==> src/rtl/semiring_pkg.sv <==
// Shared mode encodings and the reduction operator for the semiring reduce lane.
// combine() works on a wide word so every caller can zero-extend its own width into it.
package semiring_pkg;

    typedef enum logic [1:0] {
        MODE_ADD_MAX = 2'b00,
        MODE_MUL_MAX = 2'b01,
        MODE_ADD_MIN = 2'b10,
        MODE_MUL_MIN = 2'b11
    } mode_e;

    localparam int COMB_W = 64;

    typedef logic [COMB_W-1:0] comb_word_t;

    // Reduction operator: mode bit 1 selects min, otherwise max (unsigned compare).
    function automatic comb_word_t combine(mode_e mode, comb_word_t x, comb_word_t y);
        if (mode[1]) begin
            return (x < y) ? x : y;
        end
        return (x > y) ? x : y;
    endfunction

    function automatic logic is_mul(mode_e mode);
        return mode[0];
    endfunction

endpackage

==> src/rtl/semiring_tree.sv <==
// Combinational log2(N)-level max/min reduction of N packed W-bit unsigned values.
module semiring_tree
    import semiring_pkg::*;
#(
    parameter int W = 16,
    parameter int N = 4
) (
    input  logic [1:0]     op_sel,
    input  logic [N*W-1:0] data_in,
    output logic [W-1:0]   data_out
);

    localparam int LVL = $clog2(N);

    for (genvar l = 0; l <= LVL; l++) begin : g_lvl
        logic [W-1:0] v [N>>l];
        if (l == 0) begin : g_leaf
            for (genvar i = 0; i < N; i++) begin : g_in
                assign v[i] = data_in[i*W +: W];
            end
        end else begin : g_node
            for (genvar j = 0; j < (N >> l); j++) begin : g_op
                assign v[j] = W'(combine(mode_e'(op_sel),
                                         COMB_W'(g_lvl[l-1].v[2*j]),
                                         COMB_W'(g_lvl[l-1].v[2*j+1])));
            end
        end
    end

    assign data_out = g_lvl[LVL].v[0];

endmodule

==> src/rtl/semiring_reduce_pipe.sv <==
// Three-stage valid/ready semiring dot-reduction lane: S1 products, S2 tree reduction,
// S3 group accumulation and registered result. One global advance stalls every stage together.
module semiring_reduce_pipe
    import semiring_pkg::*;
#(
    parameter int W     = 16,
    parameter int N     = 4,
    parameter int CNT_W = 8
) (
    input  logic             clk,
    input  logic             rst,
    input  logic             in_valid,
    output logic             in_ready,
    input  logic [N*W-1:0]   in_a,
    input  logic [N*W-1:0]   in_b,
    input  logic             in_first,
    input  logic             in_last,
    input  logic [1:0]       in_mode,
    input  logic [W-1:0]     in_init,
    output logic             out_valid,
    input  logic             out_ready,
    output logic [W-1:0]     out_data,
    output logic [CNT_W-1:0] out_count
);

    logic             advance;
    mode_e            mode_q;
    mode_e            beat_mode;
    logic [N*W-1:0]   prod;

    logic             s1_valid_q, s1_first_q, s1_last_q;
    mode_e            s1_mode_q;
    logic [N*W-1:0]   s1_prod_q;
    logic [W-1:0]     s1_init_q;
    logic [W-1:0]     tree_out;

    logic             s2_valid_q, s2_first_q, s2_last_q;
    mode_e            s2_mode_q;
    logic [W-1:0]     s2_red_q;
    logic [W-1:0]     s2_init_q;

    logic [W-1:0]     acc_q, acc_d, acc_base;
    logic [CNT_W-1:0] cnt_q, cnt_d;
    logic             out_valid_q;
    logic [W-1:0]     out_data_q;
    logic [CNT_W-1:0] out_count_q;

    assign advance   = ~out_valid_q | out_ready;
    assign in_ready  = advance;
    // Mode is only honoured on a first beat; later beats inherit the group's latched mode.
    assign beat_mode = in_first ? mode_e'(in_mode) : mode_q;

    // NOTE: every variable written here gets a default first so no latch is inferred.
    always_comb begin
        prod = '0;
        for (int i = 0; i < N; i++) begin
            if (is_mul(beat_mode)) begin
                prod[i*W +: W] = in_a[i*W +: W] * in_b[i*W +: W];
            end else begin
                prod[i*W +: W] = in_a[i*W +: W] + in_b[i*W +: W];
            end
        end
    end

    always_ff @(posedge clk or posedge rst) begin
        if (rst) begin
            mode_q     <= MODE_ADD_MAX;
            s1_valid_q <= 1'b0;
            s1_first_q <= 1'b0;
            s1_last_q  <= 1'b0;
            s1_mode_q  <= MODE_ADD_MAX;
            s1_prod_q  <= '0;
            s1_init_q  <= '0;
        end else if (advance) begin
            if (in_valid && in_first) begin
                mode_q <= mode_e'(in_mode);
            end
            s1_valid_q <= in_valid;
            s1_first_q <= in_first;
            s1_last_q  <= in_last;
            s1_mode_q  <= beat_mode;
            s1_prod_q  <= prod;
            s1_init_q  <= in_init;
        end
    end

    semiring_tree #(
        .W (W),
        .N (N)
    ) u_tree (
        .op_sel   (s1_mode_q),
        .data_in  (s1_prod_q),
        .data_out (tree_out)
    );

    always_ff @(posedge clk or posedge rst) begin
        if (rst) begin
            s2_valid_q <= 1'b0;
            s2_first_q <= 1'b0;
            s2_last_q  <= 1'b0;
            s2_mode_q  <= MODE_ADD_MAX;
            s2_red_q   <= '0;
            s2_init_q  <= '0;
        end else if (advance) begin
            s2_valid_q <= s1_valid_q;
            s2_first_q <= s1_first_q;
            s2_last_q  <= s1_last_q;
            s2_mode_q  <= s1_mode_q;
            s2_red_q   <= tree_out;
            s2_init_q  <= s1_init_q;
        end
    end

    always_comb begin
        acc_base = s2_first_q ? s2_init_q : acc_q;
        acc_d    = W'(combine(s2_mode_q, COMB_W'(acc_base), COMB_W'(s2_red_q)));
        if (s2_first_q) begin
            cnt_d = CNT_W'(1);
        end else if (&cnt_q) begin
            cnt_d = cnt_q;
        end else begin
            cnt_d = cnt_q + CNT_W'(1);
        end
    end

    // NOTE: sequential state uses non-blocking assignments so all stages update from pre-edge values.
    always_ff @(posedge clk or posedge rst) begin
        if (rst) begin
            acc_q       <= '0;
            cnt_q       <= '0;
            out_valid_q <= 1'b0;
            out_data_q  <= '0;
            out_count_q <= '0;
        end else if (advance) begin
            if (s2_valid_q) begin
                acc_q <= acc_d;
                cnt_q <= cnt_d;
            end
            out_valid_q <= s2_valid_q & s2_last_q;
            if (s2_valid_q && s2_last_q) begin
                out_data_q  <= acc_d;
                out_count_q <= cnt_d;
            end
        end
    end

    assign out_valid = out_valid_q;
    assign out_data  = out_data_q;
    assign out_count = out_count_q;

endmodule

==> config.mk <==
export PLATFORM = sky130hd
export DESIGN_NAME = semiring_reduce_pipe
export DESIGN_NICKNAME = d
export VERILOG_FILES = /design/src/rtl/semiring_pkg.sv /design/src/rtl/semiring_tree.sv /design/src/rtl/semiring_reduce_pipe.sv
export SDC_FILE = /design/constraint.sdc
export NUM_CORES = 2
export LEC_CHECK = 0
export CAP_MARGIN = 25
export CORE_MARGIN = 1.5
export CORE_UTILIZATION = 40
export CTS_CLUSTER_SIZE = 30
export DETAILED_ROUTE_END_ITERATION = 12
export PLACE_DENSITY = 0.6
export SYNTH_ARGS = -nofsm -noshare
export SYNTH_HDL_FRONTEND = slang
export SYNTH_HIERARCHICAL = 1
export SYNTH_SLANG_ARGS = --single-unit
==> constraint.sdc <==
create_clock -name clk -period 7.32 [get_ports clk]
set_clock_uncertainty 0.2 [all_clocks]
set_input_delay 2.196 -clock clk [delete_from_list [all_inputs] [get_ports clk]]
set_output_delay 2.196 -clock clk [all_outputs]
set_load 0.1 [all_outputs]
==> impl_metrics.py <==
# Generated from Yosys and OpenROAD reports
metrics = {
    "outcome": {
        "outcome": "finished with violations",
        "failed_checks": "setup timing",
    },
    "critical_path": {
        "cp_max_fanout": 8,
        "critPathSlowestCell": "fa_1",
        "r2r_slack_ps": 1980,
        "reg2reg_from": "s1_prod_q[63]",
        "critical_path.endpoint": "s1_prod_q[62]",
        "worst_setup_path_start_kind": "input pin",
        "crit_cells": 20,
        "end_kind": "flop",
        "worstReg2RegEnd": "s2_red_q[6]",
        "cp.arrival_ps": 7460,
        "crit_chain": "clkbuf_2 -> buf_6 -> and2_4 -> fa_1 -> fa_1 -> ha_2 -> fa_1 -> inv_2 -> fa_1 -> fa_1 -> inv_2 -> ha_4 -> or3_4 -> a311oi_4 -> o31ai_4 -> or4_4 -> o311a_4 -> xnor2_2 -> o21ai_1 -> o32a_1",
        "critPathLaunch": "in_b[52]",
        "crit_path_frequent_cell": "fa_1",
        "cp_data_required_time_ps": 7450,
        "critPathTopFamily": "adder cells",
    },
    "power": {
        "p_leak_nw": 17.3,
        "power.switching_fraction": 0.478,
        "comb_power_share": 0.822,
        "power.net_switching_mw": 7.12,
        "p_seq_frac": 0.118,
        "relative_contribution_of_the_clock_network_to_total_power": 0.061,
        "power.total_mw": 14.9,
    },
    "placed_design": {
        "dp_hpwl_mm": 61.0,
        "preCtsSetupSlack_ps": -799,
        "io_buffers": 177,
        "dpl_cell_area_sq_um": 33300,
        "dp_cells": 4626,
    },
    "worst_hold_path": {
        "hold_path_depth": 2,
        "worstHoldEndpoint": "s1_first_q",
        "worstHoldPathType": "reg -> reg",
        "worstHoldStart": "s1_first_q",
    },
    "cts": {
        "clock_transition_time_at_the_flip_flop_clock_pins_of_the_worst_setup_and_hold_paths_ps": 70,
        "maximum_count_of_clock_buffers_along_a_single_path": 2,
        "clock_latency_reported_for_the_late_side_of_the_worst_skew_pair_ps": 450,
        "cts_tree": "done",
        "post_cts_resized": 73,
        "postCtsSetupRepairBufs": 8,
        "postCtsHoldBufs": 0,
        "clock-root-buffer": "clkbuf_16",
    },
    "grt": {
        "global_route_wire_length_before_repair_mm": 123,
        "grt_antenna_before_repair": 0,
        "pin_count_of_the_biggest_net_entering_global_routing": 158,
        "gr-usage-all-layers": 0.213,
    },
    "detailed_routing": {
        "route.detailed.vias_per_inst": 4.92,
        "drt_iter0_markers": 1032,
        "drc": 0,
        "antenna_left": 0,
        "post_drt_wl_per_cell_um": 15.9,
    },
    "yosys": {
        "yosysWarningCount": 6,
        "synthesis.area_per_instance_sq_um": 8.58,
        "synthesis.instances": 3278,
    },
    "floorplanning": {
        "floorplan.initialDensity": 0.403,
        "placementRows": 97,
        "io-pin-count": 178,
        "die_width_um": 268,
    },
    "sta": {
        "report.final.setup_viol": 1,
        "final.hold.worst_slack_ps": 268,
        "worst_slew_pin_slew_ps": 991,
        "timing.final.ws_setup_ps": -5.99,
        "max_freq_ghz": 0.137,
        "worst_slew_margin_rel": 0.339,
    },
    "cells_and_area": {
        "finalNonFillerCells": 4682,
        "syn2layout_area_growth_pct": 22.8,
        "non_filler_cell_area_final_sq_um": 34500,
        "registers.top_by_ff_count": "s1_prod_q",
        "layout-drive-gt1-share": 0.163,
    },
    "run": {
        "cap_violations": 0,
        "log.warning_count": 32,
    },
}
-- layout by cell type (no fill, tap or decap), types with 15 or more instances in the layout --
| cell | instances |
|---|---|
| nand2_1 | 530 |
| inv_1 | 527 |
| buf_4 | 333 |
| fa_1 | 307 |
| ha_1 | 296 |
| and2_1 | 253 |
| dfrtp_1 | 170 |
| xnor2_1 | 140 |
| nor2_1 | 110 |
| a21oi_1 | 106 |
| clkdlybuf4s50_1 | 100 |
| o21ai_0 | 80 |
| o21ai_1 | 60 |
| xor2_1 | 47 |
| mux2_2 | 40 |
| mux2i_1 | 38 |
| nor3_1 | 35 |
| a211oi_1 | 34 |
| dlymetal6s2s_1 | 33 |
| a21o_1 | 24 |
| o21a_1 | 24 |
| nand3_1 | 24 |
| buf_6 | 22 |
| nand4_1 | 18 |
| clkbuf_16 | 18 |
| dlygate4sd2_1 | 18 |
| clkbuf_2 | 18 |
| a31oi_1 | 17 |
| fa_2 | 17 |
| inv_2 | 15 |
| ha_4 | 15 |
-- area by class of cell --
class | count | area [sq um]
Clock buffer | 18 | 429
Fill cell | 6762 | 35300
Antenna cell | 1 | 2.50
Sequential cell | 171 | 4280
Inverter | 544 | 2050
Clock inverter | 14 | 150
Multi-Input combinational cell | 2454 | 21800
Timing Repair Buffer | 540 | 4600
Tap cell | 940 | 1180
-- power by group through the flow --
stage	clock (mW)	combinational (mW)	sequential (mW)
after floorplan	0	8.05	1.97
after global placement	0	11.5	1.77
after detailed placement	0	11.6	1.78
after CTS	0.921	11.8	1.76
after global routing	0.970	13.8	1.82
final	0.902	12.2	1.75
-- layer usage --
metal / track usage / share of wire
met3: 0.0202 / 0.029
met1: 0.287 / 0.46
met2: 0.376 / 0.50
met5: 0 / 0
met4: 0.0347 / 0.014
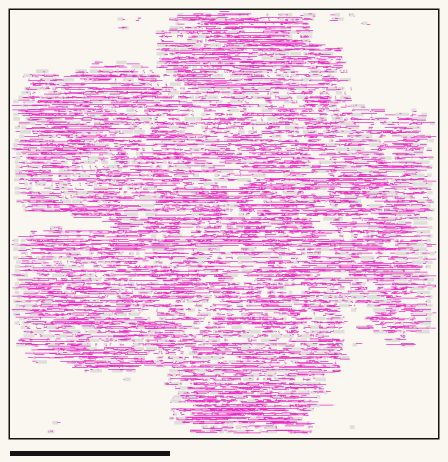
Fig. 1. Signal wires on met1.
Bar = 100 um. Cells faint in the background.
4152 nets have wire on it. The wires run mostly horizontal. The layer holds 46% of the routed length. The longest straight run is 58.9 um. The layer carries 34.2 mm of wire.

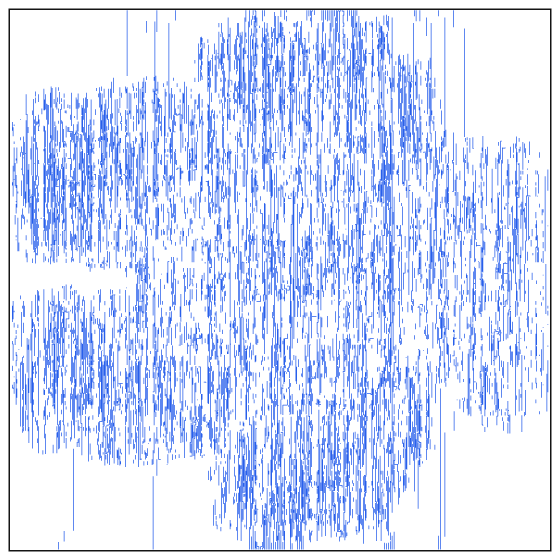
Fig. 2. Met2 routing.
The layer holds 50% of the routed length. The layer carries 37.1 mm of wire. 3745 nets have wire on it. The wires run mostly vertical. The longest straight run is 79.7 um.

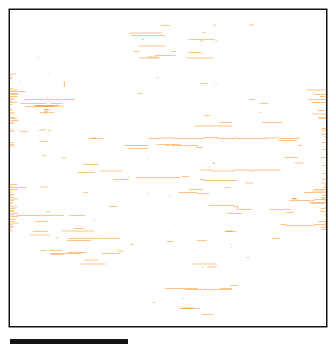
Fig. 3. Metal 3.
Bar = 100 um.
210 nets have wire on it. The layer holds 2.9% of the routed length. The wires run mostly horizontal.
met3 routing resource usage after global routing: 0.0202
via count: 23000
detailed-route wire length: 74.6 mm

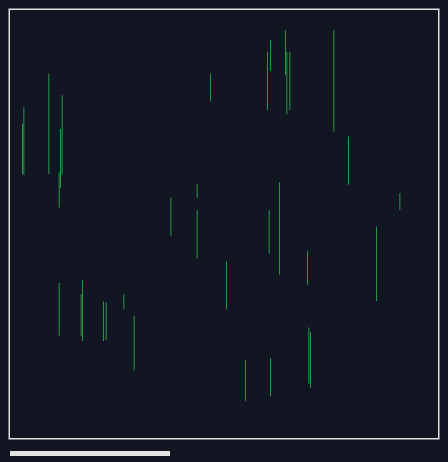
Fig. 4. The metal 4 layer.
Bar = 100 um.
The layer carries 1070 um of wire. The longest straight run is 63.2 um. The layer holds 1.4% of the routed length. The wires run mostly vertical.

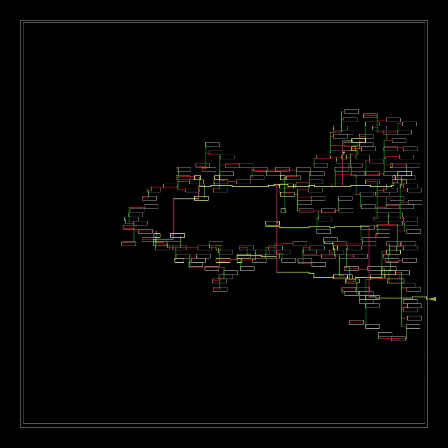
Fig. 5. Clock wiring as the flow saved it.
Flops: 171
number of clock sinks: 171
power in the clock group: 902 uW
total CTS buffers: 17

No activity file was given, so power comes from the tool's default toggle rates.
